### src/rtl/rv_pkg.sv
// Shared definitions for the rv_core_sc front end: fetch FSM states,
// datapath defaults and the base opcodes the control unit decodes.
package rv_pkg;

   localparam int          XLEN_DEF     = 32;
   localparam logic [31:0] RESET_PC_DEF = 32'h0000_0000;

   typedef enum logic [1:0] {
      REQ  = 2'd0,
      WAIT = 2'd1,
      HOLD = 2'd2
   } fetch_state_e;

   localparam logic [6:0] OP_LOAD   = 7'b0000011;
   localparam logic [6:0] OP_IMM    = 7'b0010011;
   localparam logic [6:0] OP_AUIPC  = 7'b0010111;
   localparam logic [6:0] OP_STORE  = 7'b0100011;
   localparam logic [6:0] OP_REG    = 7'b0110011;
   localparam logic [6:0] OP_LUI    = 7'b0110111;
   localparam logic [6:0] OP_BRANCH = 7'b1100011;
   localparam logic [6:0] OP_JALR   = 7'b1100111;
   localparam logic [6:0] OP_JAL    = 7'b1101111;
   localparam logic [6:0] OP_SYSTEM = 7'b1110011;

endpackage

### src/rtl/rv_fetch.sv
// Instruction fetch stage: owns the PC, runs one imem transaction at a time
// and holds the fetched instruction until the core retires it or redirects.
module rv_fetch
   import rv_pkg::*;
#(
   parameter int               XLEN     = XLEN_DEF,
   parameter logic [XLEN-1:0]  RESET_PC = RESET_PC_DEF
) (
   input  logic            clk_i,
   input  logic            rst_ni,
   output logic            imem_req_o,
   output logic [XLEN-1:0] imem_addr_o,
   input  logic            imem_gnt_i,
   input  logic            imem_rvalid_i,
   input  logic [XLEN-1:0] imem_rdata_i,
   output logic            instr_valid_o,
   input  logic            instr_ready_i,
   output logic [XLEN-1:0] instr_o,
   output logic [6:0]      instr_op_o,
   output logic [XLEN-1:0] pc_o,
   output logic [XLEN-1:0] pc_plus4_o,
   input  logic            redirect_i,
   input  logic [XLEN-1:0] redirect_pc_i,
   output logic            misaligned_o
);

   localparam logic [XLEN-1:0] PC_INC = {{(XLEN-3){1'b0}}, 3'b100};

   fetch_state_e    r_state;
   logic [XLEN-1:0] r_fetch_pc;
   logic            r_kill;
   logic            r_req;
   logic            r_valid;
   logic [XLEN-1:0] r_instr;
   logic [XLEN-1:0] r_pc;
   logic [XLEN-1:0] r_pc_plus4;
   logic            r_misaligned;

   fetch_state_e    w_state_nxt;
   logic [XLEN-1:0] w_fetch_pc_nxt;
   logic            w_kill_nxt;
   logic [XLEN-1:0] w_instr_nxt;
   logic [XLEN-1:0] w_pc_nxt;
   logic            w_misaligned_nxt;

   // Next-state logic; a redirect overrides the fetch PC last so it wins in every state.
   always_comb begin
      w_state_nxt      = r_state;
      w_fetch_pc_nxt   = r_fetch_pc;
      w_kill_nxt       = r_kill;
      w_instr_nxt      = r_instr;
      w_pc_nxt         = r_pc;
      w_misaligned_nxt = r_misaligned;

      case (r_state)
         REQ: begin
            // r_req gates the grant: the first cycle after reset issues no request
            if (r_req && imem_gnt_i) begin
               w_state_nxt = WAIT;
               w_kill_nxt  = redirect_i;
            end else begin
               w_state_nxt = REQ;
            end
         end
         WAIT: begin
            if (imem_rvalid_i) begin
               if (r_kill || redirect_i) begin
                  w_state_nxt = REQ;
                  w_kill_nxt  = 1'b0;
               end else begin
                  w_state_nxt = HOLD;
                  w_instr_nxt = imem_rdata_i;
                  w_pc_nxt    = r_fetch_pc;
               end
            end else if (redirect_i) begin
               w_kill_nxt = 1'b1;
            end else begin
               w_kill_nxt = r_kill;
            end
         end
         HOLD: begin
            if (redirect_i) begin
               w_state_nxt = REQ;
            end else if (instr_ready_i) begin
               w_state_nxt    = REQ;
               w_fetch_pc_nxt = r_pc + PC_INC;
            end else begin
               w_state_nxt = HOLD;
            end
         end
         default: begin
            w_state_nxt = REQ;
            w_kill_nxt  = 1'b0;
         end
      endcase

      if (redirect_i) begin
         w_fetch_pc_nxt   = {redirect_pc_i[XLEN-1:2], 2'b00};
         w_misaligned_nxt = |redirect_pc_i[1:0];
      end else begin
         w_misaligned_nxt = r_misaligned;
      end
   end

   // State and output registers; handshake outputs are decoded from the next state.
   always_ff @(posedge clk_i) begin
      if (!rst_ni) begin
         r_state      <= REQ;
         r_fetch_pc   <= RESET_PC;
         r_kill       <= 1'b0;
         r_req        <= 1'b0;
         r_valid      <= 1'b0;
         r_instr      <= {XLEN{1'b0}};
         r_pc         <= RESET_PC;
         r_pc_plus4   <= RESET_PC + PC_INC;
         r_misaligned <= 1'b0;
      end else begin
         r_state      <= w_state_nxt;
         r_fetch_pc   <= w_fetch_pc_nxt;
         r_kill       <= w_kill_nxt;
         r_req        <= (w_state_nxt == REQ);
         r_valid      <= (w_state_nxt == HOLD);
         r_instr      <= w_instr_nxt;
         r_pc         <= w_pc_nxt;
         r_pc_plus4   <= w_pc_nxt + PC_INC;
         r_misaligned <= w_misaligned_nxt;
      end
   end

   assign imem_req_o    = r_req;
   assign imem_addr_o   = r_fetch_pc;
   assign instr_valid_o = r_valid;
   assign instr_o       = r_instr;
   assign instr_op_o    = r_instr[6:0];
   assign pc_o          = r_pc;
   assign pc_plus4_o    = r_pc_plus4;
   assign misaligned_o  = r_misaligned;

endmodule

### config.mk
export PLATFORM = sky130hd
export DESIGN_NAME = rv_fetch
export DESIGN_NICKNAME = d
export VERILOG_FILES = /design/src/rtl/rv_pkg.sv /design/src/rtl/rv_fetch.sv
export SDC_FILE = /design/constraint.sdc
export NUM_CORES = 1
export LEC_CHECK = 0
export CAP_MARGIN = 15
export CORE_ASPECT_RATIO = 1.75
export CORE_MARGIN = 5
export CORE_UTILIZATION = 40
export CTS_CLUSTER_SIZE = 12
export DETAILED_ROUTE_END_ITERATION = 16
export PLACE_DENSITY = 0.81
export RECOVER_POWER = 25
export SYNTH_ARGS = -nofsm -noshare
export SYNTH_HDL_FRONTEND = slang
export SYNTH_SLANG_ARGS = --single-unit
### constraint.sdc
create_clock -name clk_i -period 3.45 [get_ports clk_i]
set_input_delay 0.69 -clock clk_i [delete_from_list [all_inputs] [get_ports clk_i]]
set_output_delay 0.69 -clock clk_i [all_outputs]
set_load 0.03 [all_outputs]
### Met1 routing

Scale: 3 px per um. Supply wires on this layer in grey.
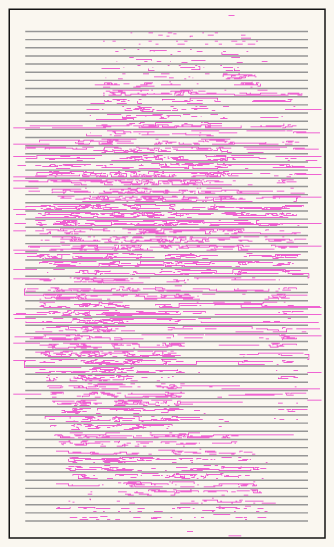
share of all routed wire	37%
wire length on this layer	7,960 um
nets with wire on the layer	934
main direction	horizontal
longest straight run	39.1 um
Vias: 6,588
global routing met1 resource utilization: 24.79%

### Signal wires by layer

Scale: 3 px per um. Two of the layers only.
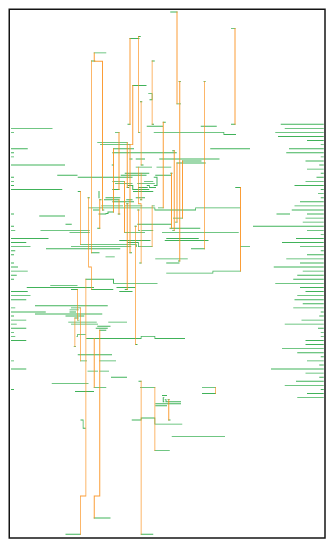
colour	layer	wire length
orange	metal 4	1,150 um
green	metal 3	1,610 um
total track usage: 22.80%
Routed WL: 21,810 um

==> results_dict.tcl <==
# metrics dict for downstream scripts
set metrics [dict create \
    slew_headroom_pct 13.79 \
    critPathBufInv 3 \
    status "finished, final reports clean" \
    top_power_group "the clock network" \
    rrSetupSlack_ns 0.71 \
    largest_cell_class "combinational gates" \
    gp_congestion 0.9834 \
    clk_share_pct 6.169 \
    nMultiInputCombCells 576 \
    use_met3_pct 4.855 \
    cts_setup_buffers 0 \
    grt_start_max_net_pins 55 \
    rsz0062_at_grt "false" \
    synth_area_leader_cell "dfxtp_1" \
    required_ns 3.76 \
    post-route-util_pct 58.51 \
    finalCriticalPeriod_ns 3.006 \
    min_delay_path_depth 2 \
    placed_area_sq_mm 0.008458 \
    clockPowerShare_pct 46.9 \
    layout-drive-gt1-share_pct 7.041 \
    clock_path_buffers 2 \
    drcViolationCount 0 \
    highest_layer "met4" \
    cts_resized 0 \
    fp_util_pct 40.82 \
    grt_util_met2_pct 39.62 \
    drv_cap 0 \
    final_area_sq_mm 0.009005 \
    cts_tree "built" \
    p_leak_nw 3.246 \
    fin_setup_tns_ns 0 \
    whs_ns 0.4496 \
    port_buffers 207 \
    syn_inst 783 \
    busiest_layer "met2" \
    edf_count 0 \
    h-tree-depth 4 \
    antenna_left 0 \
    top_area_share_pct 42.06 \
    synth.distinct_cells 63 \
    place_inst 1138 \
    ys_seq_elements 132 \
    power.switching_w 0.0008770 \
    pwr-share-comb_pct 9.9 \
    r2r-end "pc_plus4_o[26]$_SDFF_PN0_" \
    synth_top_flop_cell "dfxtp_1" \
    setup_ws_ns 0.4436 \
    crit_start "imem_rvalid_i" \
    lay_top_count "clkdlybuf4s50_1" \
    clk-power_w 0.00174 \
    worst_hold_path_type "reg2reg" \
    buffers 231 \
    setup_violations 0 \
    powerSeq_w 0.00160 \
    ys_sh_xor_pct 4.601 \
    fin_cells 1168 \
    rows 60 \
    start_kind "primary input" \
    crit_slowest_cell "clkdlybuf4s50_1" \
    hp-start "instr_o[8]$_SDFFE_PN0P_" \
    regArea_sq_mm 0.002643 \
    syn-mean-instance-area_sq_um 8.023 \
    root_buffer "clkbuf_16" \
    synthAdderAreaFrac_pct 0.3983 \
    crit_chain "clkdlybuf4s50_1 > nor2b_1 > nand2_4 > mux2i_1 > inv_1 > ha_1 > clkinv_1 > nor4_1 > a32o_1 > a31oi_1 > o21a_1" \
    flop-count 132 \
    hpwl_um 15830 \
    drt-initial-drc-count 411 \
    p_total_w 0.003706 \
]
sequential cells by signal, summed over array words and instances (netlist names):
signal and count:
pc_plus4_o 30, misaligned_o 1, pc_o 32, instr_valid_o 1, instr_o 32, r_kill 1, imem_addr_o 32, r_state 2
imem_req_o 1
Yosys cell counts (all sizes together), types with 3 or more instances:
master,instances
nand4,22
nand3,29
nor3,28
nand2,129
nor2,80
o211a,3
buf,31
nand2b,3
a211oi,9
mux2,7
and2,5
clkbuf,31
inv,12
a32o,3
and3,4
xnor2,15
nor4,13
a31o,5
and4,5
a211o,3
xor2,18
o21a,6
nand3b,4
mux2i,25
nor3b,5
o21ai,14
a21o,5
dfxtp,132
a21oi,96
o22ai,11
a31oi,5
No activity file was given, so power comes from the tool's default toggle rates.
